layers.png
(6 px per um) Two of the layers only.
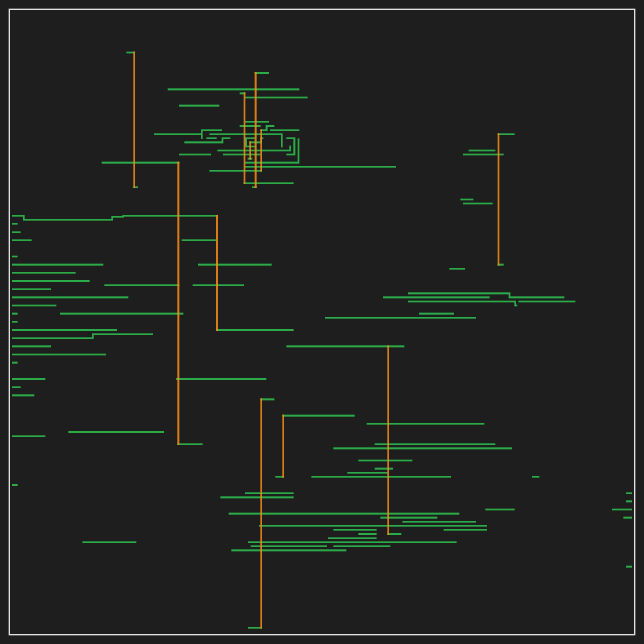
port_trees.png
(4 px per um)
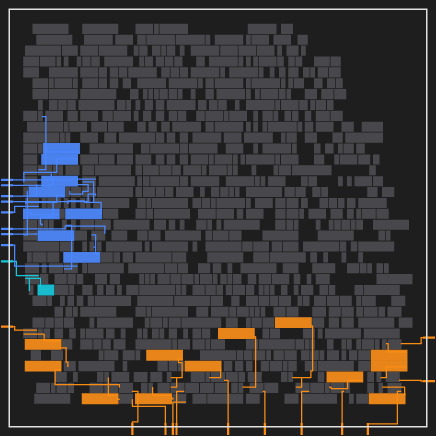
**config.mk**
```make
export PLATFORM = sky130hd
export DESIGN_NAME = image_loader
export DESIGN_NICKNAME = d
export VERILOG_FILES = /design/src/rtl/image_loader.sv
export SDC_FILE = /design/constraint.sdc
export NUM_CORES = 1
export LEC_CHECK = 0
export CAP_MARGIN = 15
export CORE_MARGIN = 3
export CORE_UTILIZATION = 65
export CTS_BUF_LIST = sky130_fd_sc_hd__clkbuf_4
export DETAILED_ROUTE_END_ITERATION = 16
export PLACE_DENSITY = 0.85
export SYNTH_ARGS = -nofsm -noshare
export SYNTH_HDL_FRONTEND = slang
export SYNTH_SLANG_ARGS = --single-unit
```
**constraint.sdc**
```tcl
create_clock -name clk -period 11.6 [get_ports clk]
set_clock_uncertainty 0.1 [all_clocks]
set_input_delay 2.32 -clock clk [delete_from_list [all_inputs] [get_ports clk]]
set_output_delay 2.32 -clock clk [all_outputs]
set_load 0.05 [all_outputs]
```
**src/rtl/image_loader.sv**
```systemverilog
// Byte-stream image loader: captures a width/height header plus raw pixels into
// the convolution processor's data RAM, then enables the processor.
module image_loader #(
   parameter int ADDR_W    = 12,
   parameter int DATA_W    = 8,
   parameter int BASE_ADDR = 0,
   parameter int MAX_BYTES = 4096
) (
   input  logic              clk,
   input  logic              rst,
   input  logic              start,
   input  logic [DATA_W-1:0] s_data,
   input  logic              s_valid,
   output logic              s_ready,
   output logic              ram_wen,
   output logic [ADDR_W-1:0] ram_addr,
   output logic [DATA_W-1:0] ram_wdata,
   output logic              busy,
   output logic              done,
   output logic              err,
   output logic              proc_en,
   output logic [15:0]       pix_count
);

   // Handshake: a byte moves on a rising edge when s_valid && s_ready; s_ready is
   // a pure decode of the state register and never looks at s_valid.
   typedef enum logic [2:0] {
      IDLE, HDR_W, HDR_H, CHECK, PIXELS, DONE, ERROR
   } state_t;

   localparam logic [ADDR_W-1:0] HDR_ADDR = ADDR_W'(BASE_ADDR);
   localparam logic [ADDR_W-1:0] PIX_ADDR = ADDR_W'(BASE_ADDR + 2);

   state_t            state;
   logic [DATA_W-1:0] width_r;
   logic [DATA_W-1:0] height_r;
   logic [15:0]       total;
   logic [15:0]       prod;
   logic [31:0]       need;
   logic              xfer;

   assign s_ready = (state == HDR_W) || (state == HDR_H) || (state == PIXELS);
   assign busy    = s_ready || (state == CHECK);
   assign proc_en = done;
   assign xfer    = s_valid && s_ready;
   assign prod    = 16'(width_r) * 16'(height_r);
   assign need    = 32'(prod) + 32'd2;

   always_ff @(posedge clk or posedge rst) begin
      if (rst) begin
         state     <= IDLE;
         width_r   <= '0;
         height_r  <= '0;
         total     <= '0;
         ram_wen   <= 1'b0;
         ram_addr  <= '0;
         ram_wdata <= '0;
         done      <= 1'b0;
         err       <= 1'b0;
         pix_count <= '0;
      end else begin
         ram_wen <= 1'b0;
         case (state)
            IDLE, DONE, ERROR: begin
               // done rises one cycle into DONE, after the last RAM write has retired
               if (state == DONE) done <= 1'b1;
               if (start) begin
                  state     <= HDR_W;
                  pix_count <= '0;
                  done      <= 1'b0;
                  err       <= 1'b0;
               end
            end
            HDR_W: begin
               if (xfer) begin
                  width_r   <= s_data;
                  ram_wen   <= 1'b1;
                  ram_addr  <= HDR_ADDR;
                  ram_wdata <= s_data;
                  state     <= HDR_H;
               end
            end
            HDR_H: begin
               if (xfer) begin
                  height_r  <= s_data;
                  ram_wen   <= 1'b1;
                  ram_addr  <= HDR_ADDR + ADDR_W'(1);
                  ram_wdata <= s_data;
                  state     <= CHECK;
               end
            end
            CHECK: begin
               total <= prod;
               if (width_r == '0 || height_r == '0 || need > 32'(MAX_BYTES)) begin
                  state <= ERROR;
                  err   <= 1'b1;
               end else begin
                  state <= PIXELS;
               end
            end
            PIXELS: begin
               if (xfer) begin
                  ram_wen   <= 1'b1;
                  ram_addr  <= PIX_ADDR + pix_count[ADDR_W-1:0];
                  ram_wdata <= s_data;
                  pix_count <= pix_count + 16'd1;
                  if (pix_count == total - 16'd1) state <= DONE;
               end
            end
            default: state <= IDLE;
         endcase
      end
   end

endmodule

```
==> ci_impl_report.md <==
## Synthesis and layout report

| Metric | Value |
|---|---|
| Status | finished clean |
| Biggest Area Class | logic gates |
| Sequential fraction of the synthesis area | 0.297 |
| WL/cell | 16.9 um |
| Max Transition Viols Final | 0 |
| Flip-flops | 74 |
| Core area | 0.00928 mm^2 |
| Crit path cell chain | clkinv_1 -> nand3_1 -> inv_1 -> or2_2 -> clkdlybuf4s50_1 |
| Fin nets | about 800 |
| Multi-In Gates | 514 |
| Max Used Layer | met4 |
| Final clock-cell share | 0.0212 |
| Maxcap violations | 0 |
| Reg2reg end | err |
| Top cells by count | 86 x nand2_1, 74 x dfrtp_1, 58 x inv_1 |
| Hold Path Stages | 2 |
| Max frequency | 0.171 GHz |
| Hold_ws | roughly 0.39 ns |
| GR peak layer | met2 |
| Top flop regs | pix_count x16, total x16, ram_addr x12 |
| Tmin final | just under 6 ns |
| H-tree Lvls | 3 |
| Final setup vio count | 0 |
| Adder Share, Synth | 0.196 |
| Final Worst Setup Slack | between 5 and 6 ns |
| CP max-delay cell | nand3_1 |
| Post-CTS sizing | 0 |
| Place WS | 6.09 ns |
| Seq area share | 0.266 |
| Die ar. | about 0.011 mm^2 |
| MUX share of area | 0.0491 |
| GR Layer Usage met1 | 0.394 |
| Clock Tree Buf Depth | 2 |
| Count of library flops with an enable pin | 0 |
| Diode count | 0 |
| FILL cells | 658 |
| Initial DRC count | 235 |
| Logic area | approximately 0.004 mm^2 |
| Reg clk slew, reported paths | ~0.12 ns |
| Clkbuf count | 10 |
| Final Non-Filler Cells | between 800 and 900 |
| Die x size | 104 um |
| Log Warnings | 26 |
| Layout Utilization | 0.751 |
| Final Instance Area | between 0.006 and 0.007 mm^2 |
| Post-CTS Setup Inserts | 0 |
| Area leader share | 0.297 |
| Row cnt | 35 |
| Syn Area/Cell | around 9 um^2 |
| Post-CTS Hold Buffers | 0 |
| RSZ-0062 raised after global routing | no |
| Total length of routed met3 wires | between 1000 and 1500 um |
| WP data required | between 9 and 10 ns |
| Post-Syn Instances | just under 700 |
| Synth unique cells | roughly 62 |
| Detail Route Antenna Nets | 0 |
| Fraction of area in non-clock buffers | 0.0783 |
| Final Hold Viols | 0 |
| Element type at the critical path end | output pin |
| Routability cong. | between 0.9 and 1 |
| Layout cells sized above 1 | 0.0751 |
| Layout area overhead | 11.6% |
| Vias in the first global route | 4986 |
| Primary FF master, synth | dfrtp_1 |
| CP bufs+invs | 3 |
| Syn Nets | about 770 |
## Picture notes: layers.png
legend:
  M4:
    color: orange
    wire_length: 233 um
  M3:
    color: green
    wire_length: 1000 um

## Picture notes: port_trees.png
legend:
  `ram_wdata`:
    color: blue
    bits: 8
    direction: output
    edge: left
    end_cells: 8
    buffers: 8
    wire: 266 um
  `ram_addr`:
    color: orange
    bits: 12
    direction: output
    edge: 9 bottom, 2 right, 1 left
    end_cells: 12
    buffers: 12
    wire: 267 um
  `s_ready`:
    color: cyan
    bits: 1
    direction: output
    edge: left
    end_cells: 1
    buffers: 1
    wire: 19.4 um
PortBufs: 53
I/O pin total: 54

